$ cat config.mk
export PLATFORM = sky130hd
export DESIGN_NAME = ue_fetch_seq
export DESIGN_NICKNAME = d
export VERILOG_FILES = /design/src/rtl/ue_pkg.sv /design/src/rtl/ue_retstack.sv /design/src/rtl/ue_fetch_seq.sv
export SDC_FILE = /design/constraint.sdc
export NUM_CORES = 1
export LEC_CHECK = 0
export ABC_AREA = 1
export CAP_MARGIN = 20
export CORE_AREA = 2 2 190 117
export CTS_CLUSTER_SIZE = 14
export DETAILED_ROUTE_END_ITERATION = 16
export DIE_AREA = 0 0 192 119
export SLEW_MARGIN = 30
export SYNTH_ARGS = -nofsm -noshare
export SYNTH_HDL_FRONTEND = slang
export SYNTH_HIERARCHICAL = 1
export SYNTH_SLANG_ARGS = --single-unit
$ cat constraint.sdc
create_clock -name clk -period 5.35 [get_ports clk]
set_input_delay 1.3375 -clock clk [delete_from_list [all_inputs] [get_ports clk]]
set_output_delay 1.3375 -clock clk [all_outputs]
set_load 0.01 [all_outputs]
$ cat src/rtl/ue_pkg.sv
// Shared opcode constants and default widths for the micro-engine blocks.
package ue_pkg;

    localparam int unsigned UE_ADDR_W   = 4;
    localparam int unsigned UE_RS_DEPTH = 4;

    typedef logic [3:0] opcode_t;

    localparam opcode_t OP_NOP0 = 4'h0;
    localparam opcode_t OP_NOP1 = 4'h1;
    localparam opcode_t OP_NOP2 = 4'h2;
    localparam opcode_t OP_NOP3 = 4'h3;
    localparam opcode_t OP_NOP4 = 4'h4;
    localparam opcode_t OP_NOP5 = 4'h5;
    localparam opcode_t OP_NOP6 = 4'h6;
    localparam opcode_t OP_NOP7 = 4'h7;
    localparam opcode_t OP_NOP8 = 4'h8;
    localparam opcode_t OP_NOP9 = 4'h9;
    localparam opcode_t OP_NOPA = 4'hA;
    localparam opcode_t OP_NOPB = 4'hB;
    localparam opcode_t OP_NOPC = 4'hC;
    localparam opcode_t OP_NOPD = 4'hD;
    localparam opcode_t OP_NOPE = 4'hE;
    localparam opcode_t OP_NOPF = 4'hF;

endpackage

$ cat src/rtl/ue_retstack.sv
// Return-address storage for the fetch sequencer.
// UE_SEQ_RETSTACK_EN selects an RS_DEPTH-entry circular LIFO; otherwise a single return register.
module ue_retstack
    import ue_pkg::*;
#(
    parameter int unsigned ADDR_W   = UE_ADDR_W,
    parameter int unsigned RS_DEPTH = UE_RS_DEPTH
) (
    input  logic              clk,
    input  logic              rst_n,
    input  logic              push,
    input  logic              pop,
    input  logic [ADDR_W-1:0] push_addr,
    output logic [ADDR_W-1:0] pop_addr
);

`ifdef UE_SEQ_RETSTACK_EN
    localparam int unsigned PTR_W = (RS_DEPTH > 1) ? $clog2(RS_DEPTH) : 1;
    localparam int unsigned CNT_W = $clog2(RS_DEPTH + 1);

    logic [ADDR_W-1:0] ent_q [RS_DEPTH];
    logic [PTR_W-1:0]  wr_ptr_q;
    logic [PTR_W-1:0]  top_ptr;
    logic [CNT_W-1:0]  cnt_q;
    logic              full;
    logic              empty;

    always_comb begin
        top_ptr = (wr_ptr_q == '0) ? PTR_W'(RS_DEPTH - 1) : wr_ptr_q - PTR_W'(1);
        full    = (cnt_q == CNT_W'(RS_DEPTH));
        empty   = (cnt_q == '0);
    end

    // Popping an empty stack yields address 0.
    assign pop_addr = empty ? '0 : ent_q[top_ptr];

    always_ff @(posedge clk or negedge rst_n) begin
        if (!rst_n) begin
            for (int i = 0; i < int'(RS_DEPTH); i++) begin
                ent_q[i] <= '0;
            end
            wr_ptr_q <= '0;
            cnt_q    <= '0;
        end else if (push) begin
            // When full the write slot is the oldest entry, so it is overwritten.
            ent_q[wr_ptr_q] <= push_addr;
            wr_ptr_q        <= (wr_ptr_q == PTR_W'(RS_DEPTH - 1)) ? '0 : wr_ptr_q + PTR_W'(1);
            if (!full) begin
                cnt_q <= cnt_q + CNT_W'(1);
            end
        end else if (pop && !empty) begin
            wr_ptr_q <= top_ptr;
            cnt_q    <= cnt_q - CNT_W'(1);
        end
    end
`else
    localparam int unsigned unused_depth = RS_DEPTH;

    logic [ADDR_W-1:0] ret_q;
    logic              unused_pop;

    // A pop reads the register without consuming it.
    assign unused_pop = pop;
    assign pop_addr   = ret_q;

    always_ff @(posedge clk or negedge rst_n) begin
        if (!rst_n) begin
            ret_q <= '0;
        end else if (push) begin
            ret_q <= push_addr;
        end
    end
`endif

endmodule

$ cat src/rtl/ue_fetch_seq.sv
// Instruction fetch sequencer: flop program memory, zero-bubble JMP/RTN, sticky halt.
// Define UE_SEQ_RETSTACK_EN for a multi-entry return stack.
module ue_fetch_seq
    import ue_pkg::*;
#(
    parameter int unsigned ADDR_W   = UE_ADDR_W,
    parameter int unsigned RS_DEPTH = UE_RS_DEPTH
) (
    input  logic                clk,
    input  logic                rst_n,
    input  logic                run,
    input  logic                prog_we,
    input  logic [ADDR_W-1:0]   prog_addr,
    input  logic [4+ADDR_W-1:0] prog_data,
    input  logic                core_jmp,
    input  logic                core_rtn,
    input  logic                core_flagf,
    output logic [3:0]          instr,
    output logic [ADDR_W-1:0]   operand,
    output logic                instr_valid,
    output logic [ADDR_W-1:0]   pc,
    output logic                halted
);

    localparam int unsigned WORD_W    = 4 + ADDR_W;
    localparam int unsigned MEM_DEPTH = 2 ** ADDR_W;

    logic [WORD_W-1:0] mem [MEM_DEPTH];

    logic [3:0]        instr_q;
    logic [ADDR_W-1:0] operand_q;
    logic              valid_q;
    logic [ADDR_W-1:0] pc_q;
    logic              halted_q;

    logic              do_halt;
    logic              fetch_en;
    logic              take_jmp;
    logic              take_rtn;
    logic [ADDR_W-1:0] rtn_addr;
    logic [ADDR_W-1:0] fetch_addr;

    // Core flags only mean something while a fetched word is being presented.
    always_comb begin
        do_halt    = valid_q && core_flagf;
        fetch_en   = run && !halted_q && !do_halt;
        take_jmp   = fetch_en && valid_q && core_jmp;
        take_rtn   = fetch_en && valid_q && core_rtn && !core_jmp;
        fetch_addr = pc_q;
        if (take_jmp) begin
            fetch_addr = operand_q;
        end else if (take_rtn) begin
            fetch_addr = rtn_addr;
        end
    end

    ue_retstack #(
        .ADDR_W   (ADDR_W),
        .RS_DEPTH (RS_DEPTH)
    ) u_retstack (
        .clk       (clk),
        .rst_n     (rst_n),
        .push      (take_jmp),
        .pop       (take_rtn),
        .push_addr (pc_q),
        .pop_addr  (rtn_addr)
    );

    // Program memory is deliberately not reset.
    always_ff @(posedge clk) begin
        if (prog_we) begin
            mem[prog_addr] <= prog_data;
        end
    end

    always_ff @(posedge clk or negedge rst_n) begin
        if (!rst_n) begin
            instr_q   <= OP_NOP0;
            operand_q <= '0;
            valid_q   <= 1'b0;
            pc_q      <= '0;
            halted_q  <= 1'b0;
        end else if (do_halt) begin
            halted_q <= 1'b1;
            instr_q  <= OP_NOP0;
            valid_q  <= 1'b0;
        end else if (fetch_en) begin
            {instr_q, operand_q} <= mem[fetch_addr];
            valid_q              <= 1'b1;
            pc_q                 <= fetch_addr + ADDR_W'(1);
        end else begin
            instr_q <= OP_NOP0;
            valid_q <= 1'b0;
        end
    end

    assign instr       = instr_q;
    assign operand     = operand_q;
    assign instr_valid = valid_q;
    assign pc          = pc_q;
    assign halted      = halted_q;

endmodule

==> metrics.yaml <==
global_route:
  gr-usage-all-layers_pct: 14.2
  grt_use_met1_pct: 22.1
  grt_pass1_wl_um: 23900
  grt_pass1_vias: 3996
  grt_start_max_net_pins: 62
  grt_busiest_layer: "met1"
pwr:
  combPwrFrac_pct: 2.3
  ir_drop_mv: 0.221
  p_seq_share_pct: 48.0
  comb_power_mw: 0.0595
  intPower_mw: 2.11
  swShare_pct: 19.9
  p_clk_mw: 1.31
  leakage_nw: 2.90
hold_path:
  worst_hold_startpoint: "u_retstack/pop_addr[3]"
  hold_depth: 2
  min_path_type: "flop to flop"
  hold-path-endpoint: "u_retstack/pop_addr[3]"
route:
  vias_per_cell: 4.63
  first_pass_iters: 5
  highest_layer: "met4"
  drt_iter0_markers: 490
  met3_length_um: 1280
  met2_length_um: 6400
  ant_nets: 0
  drc: 0
synthesis:
  synth_seq_share_pct: 68.5
  ys_sh_simple_pct: 24.3
  ys.flop_type: "edfxtp_1"
  ys_ff: 146
  ys_area_um2: 6260
  ys_sh_mux_pct: 0
  async_flop_share_pct: 12.3
  synth.logic.top_family: "simple AND/OR/NAND/NOR gates"
  adder_share_pct: 0.200
  yosysCellCount: 582
  fp_nets: 602
  topCellsByArea: "edfxtp_1 (61%), nand2_1 (12%), dfrtp_1 (7.2%)"
  synth_cell_type_count: 30
  top_area_cell: "edfxtp_1"
  yosysWarnings: 6
  syn_area_per_cell_um2: 10.8
  synthCells: 582
  post-synth-top-count-cell: "nand2_1"
floorplanning:
  die_area_um2: 22800
  nWellTaps: 286
  die_width_um: 192
  coreArea_um2: 21400
sta:
  rsz0062_at_grt: "no"
  clock.fmax_mhz: 253
  tightest_slew_ns: 0.942
  final-setup-viol-count: 0
  hold_viol: 0
  slew_headroom_pct: 37.0
  fin_crit_ns: 3.96
  setup_ws_ns: 1.39
  fin_crit_sh_pct: 73.9
  slew_violations: 0
  skew_ns: 0.0112
worst_setup_path:
  r2r_start: "instr_valid"
  crit_arrival_ns: 4.26
  worst-setup-path-type: "input port to flop"
  cp-start-kind: "input port"
  regToRegSetupSlack_ns: 2.25
  cp_num_cells: 15
  setup.worst_path.end_class: "flop"
  worstPathRequired_ns: 5.66
  reg2reg_depth: 15
  path_buffers: 3
  crit_chain: "clkdlybuf4s50_1, nand2_1, nor2_8, nand3_4, inv_1, nand2_1, nand2_2, buf_4, nand2_1, nand3_1, nand2_1, nor2_1, nand2_1, nand2_1, nor2_1"
  rr_endpoint: "instr[3]"
  cp_max_fo: 35
  path_common_cell: "nand2_1"
  crit_path_start: "run"
  cpMaxStageDelayCell: "nand2_2"
  cp-endpoint: "instr[3]"
clocking:
  clk_path_buf_depth: 2
  post_cts_buffers: 0
  clock.latency.late_pin_ns: 0.42
  ctsHoldBuffers: 0
  cts.sinks: 146
  cts_max_level: 4
  cts_tree: "built"
  clk_root_buffer_cell: "clkbuf_16"
flow_run:
  warnings: 26
  max_cap_violations: 0
finish:
  largest_reg_flops: 128
  num_antenna_cells: 0
  drive_gt1_share_pct: 7.66
  comb_cells: 373
  lay_top_count: "nand2_1"
  largest_register: "mem"
  clk_share_pct: 8.60
  comb_area_um2: 1660
  inv_count: 42
  nets: 634
  dominant_cells: "flip-flops and latches"
  area_growth_pct: 18.7
  sh_seq_area_pct: 57.8
  sh_comb_area_pct: 22.3
  layout_top_cells: "nand2_1 (200), edfxtp_1 (128), nand3_1 (75), nor2_1 (59), inv_1 (37)"
run_status:
  status: "complete, no violations"
placement:
  gp_congestion: 0.825
  dpl_worst_slack_ns: 1.03
  io_buffers: 32
tightest hold or removal path: cells and delay by family (launching register included):
family        cells  cell delay [ns]
flops             1             0.35
simple gates      2             0.11
through the flow:
| stage | power, mW | hold slack (ns) | utilization [%] | instances | area (µm²) |
|---|---|---|---|---|---|
| 2_1_floorplan | 1.30 | 0.442 | - | 582 | 6260 |
| 3_3_place_gp | 1.35 | 0.459 | 31.7 | 881 | 6800 |
| 6_report | 2.63 | 0.487 | 34.7 | 913 | 7430 |
| 5_1_grt | 2.70 | 0.511 | 34.7 | 913 | 7430 |
| 3_5_place_dp | 1.35 | 0.470 | 31.7 | 881 | 6800 |
| 4_1_cts | 2.64 | 0.489 | 34.7 | 913 | 7440 |
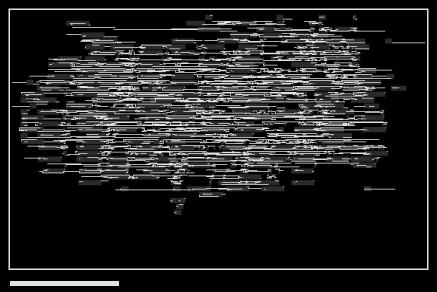
(met1 routing)
Bar = 50 µm. Cells faint in the background.
wire length on this layer	7860 µm
share of all routed wire	51%
vias: 4228
DRT Wirelength: 15600 µm

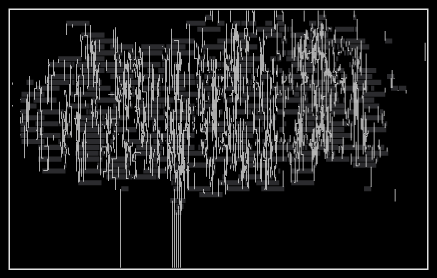
(signal wires on met2)
Cells faint in the background.
main direction	vertical
longest straight run	38.1 µm
GR Util met2: 18.8%

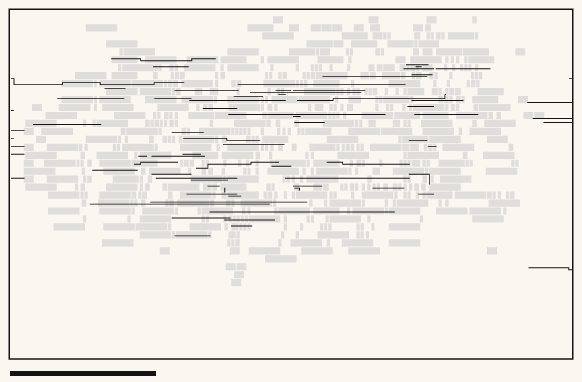
(signal wires on met3)
Bar = 50 µm. Cells faint in the background.
main direction	horizontal
share of all routed wire	8.2%
nets with wire on the layer	52
longest straight run	63.0 µm
routing usage on met3: 4.86%

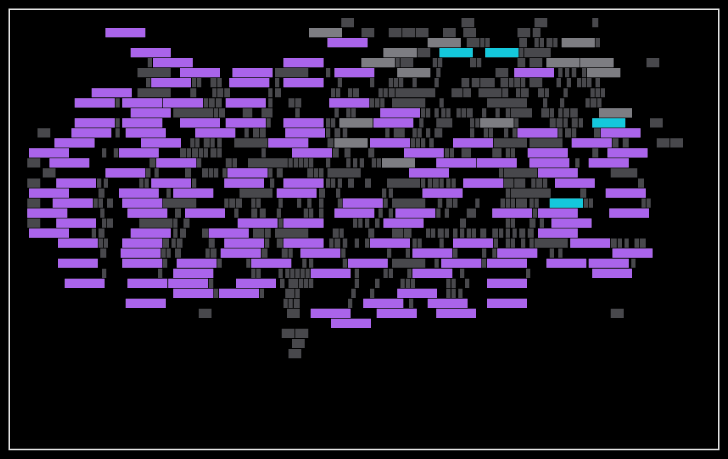
(where the registers sit)
Other sequential cells in the stronger gray, the rest of the logic in the fainter gray.
signal	color	sequential cells
`pc`	cyan	4
`mem`	purple	128
not colored	14
register area: 4290 µm²
Seq group: 1.27 mW

No activity file was given, so power comes from the tool's default toggle rates.
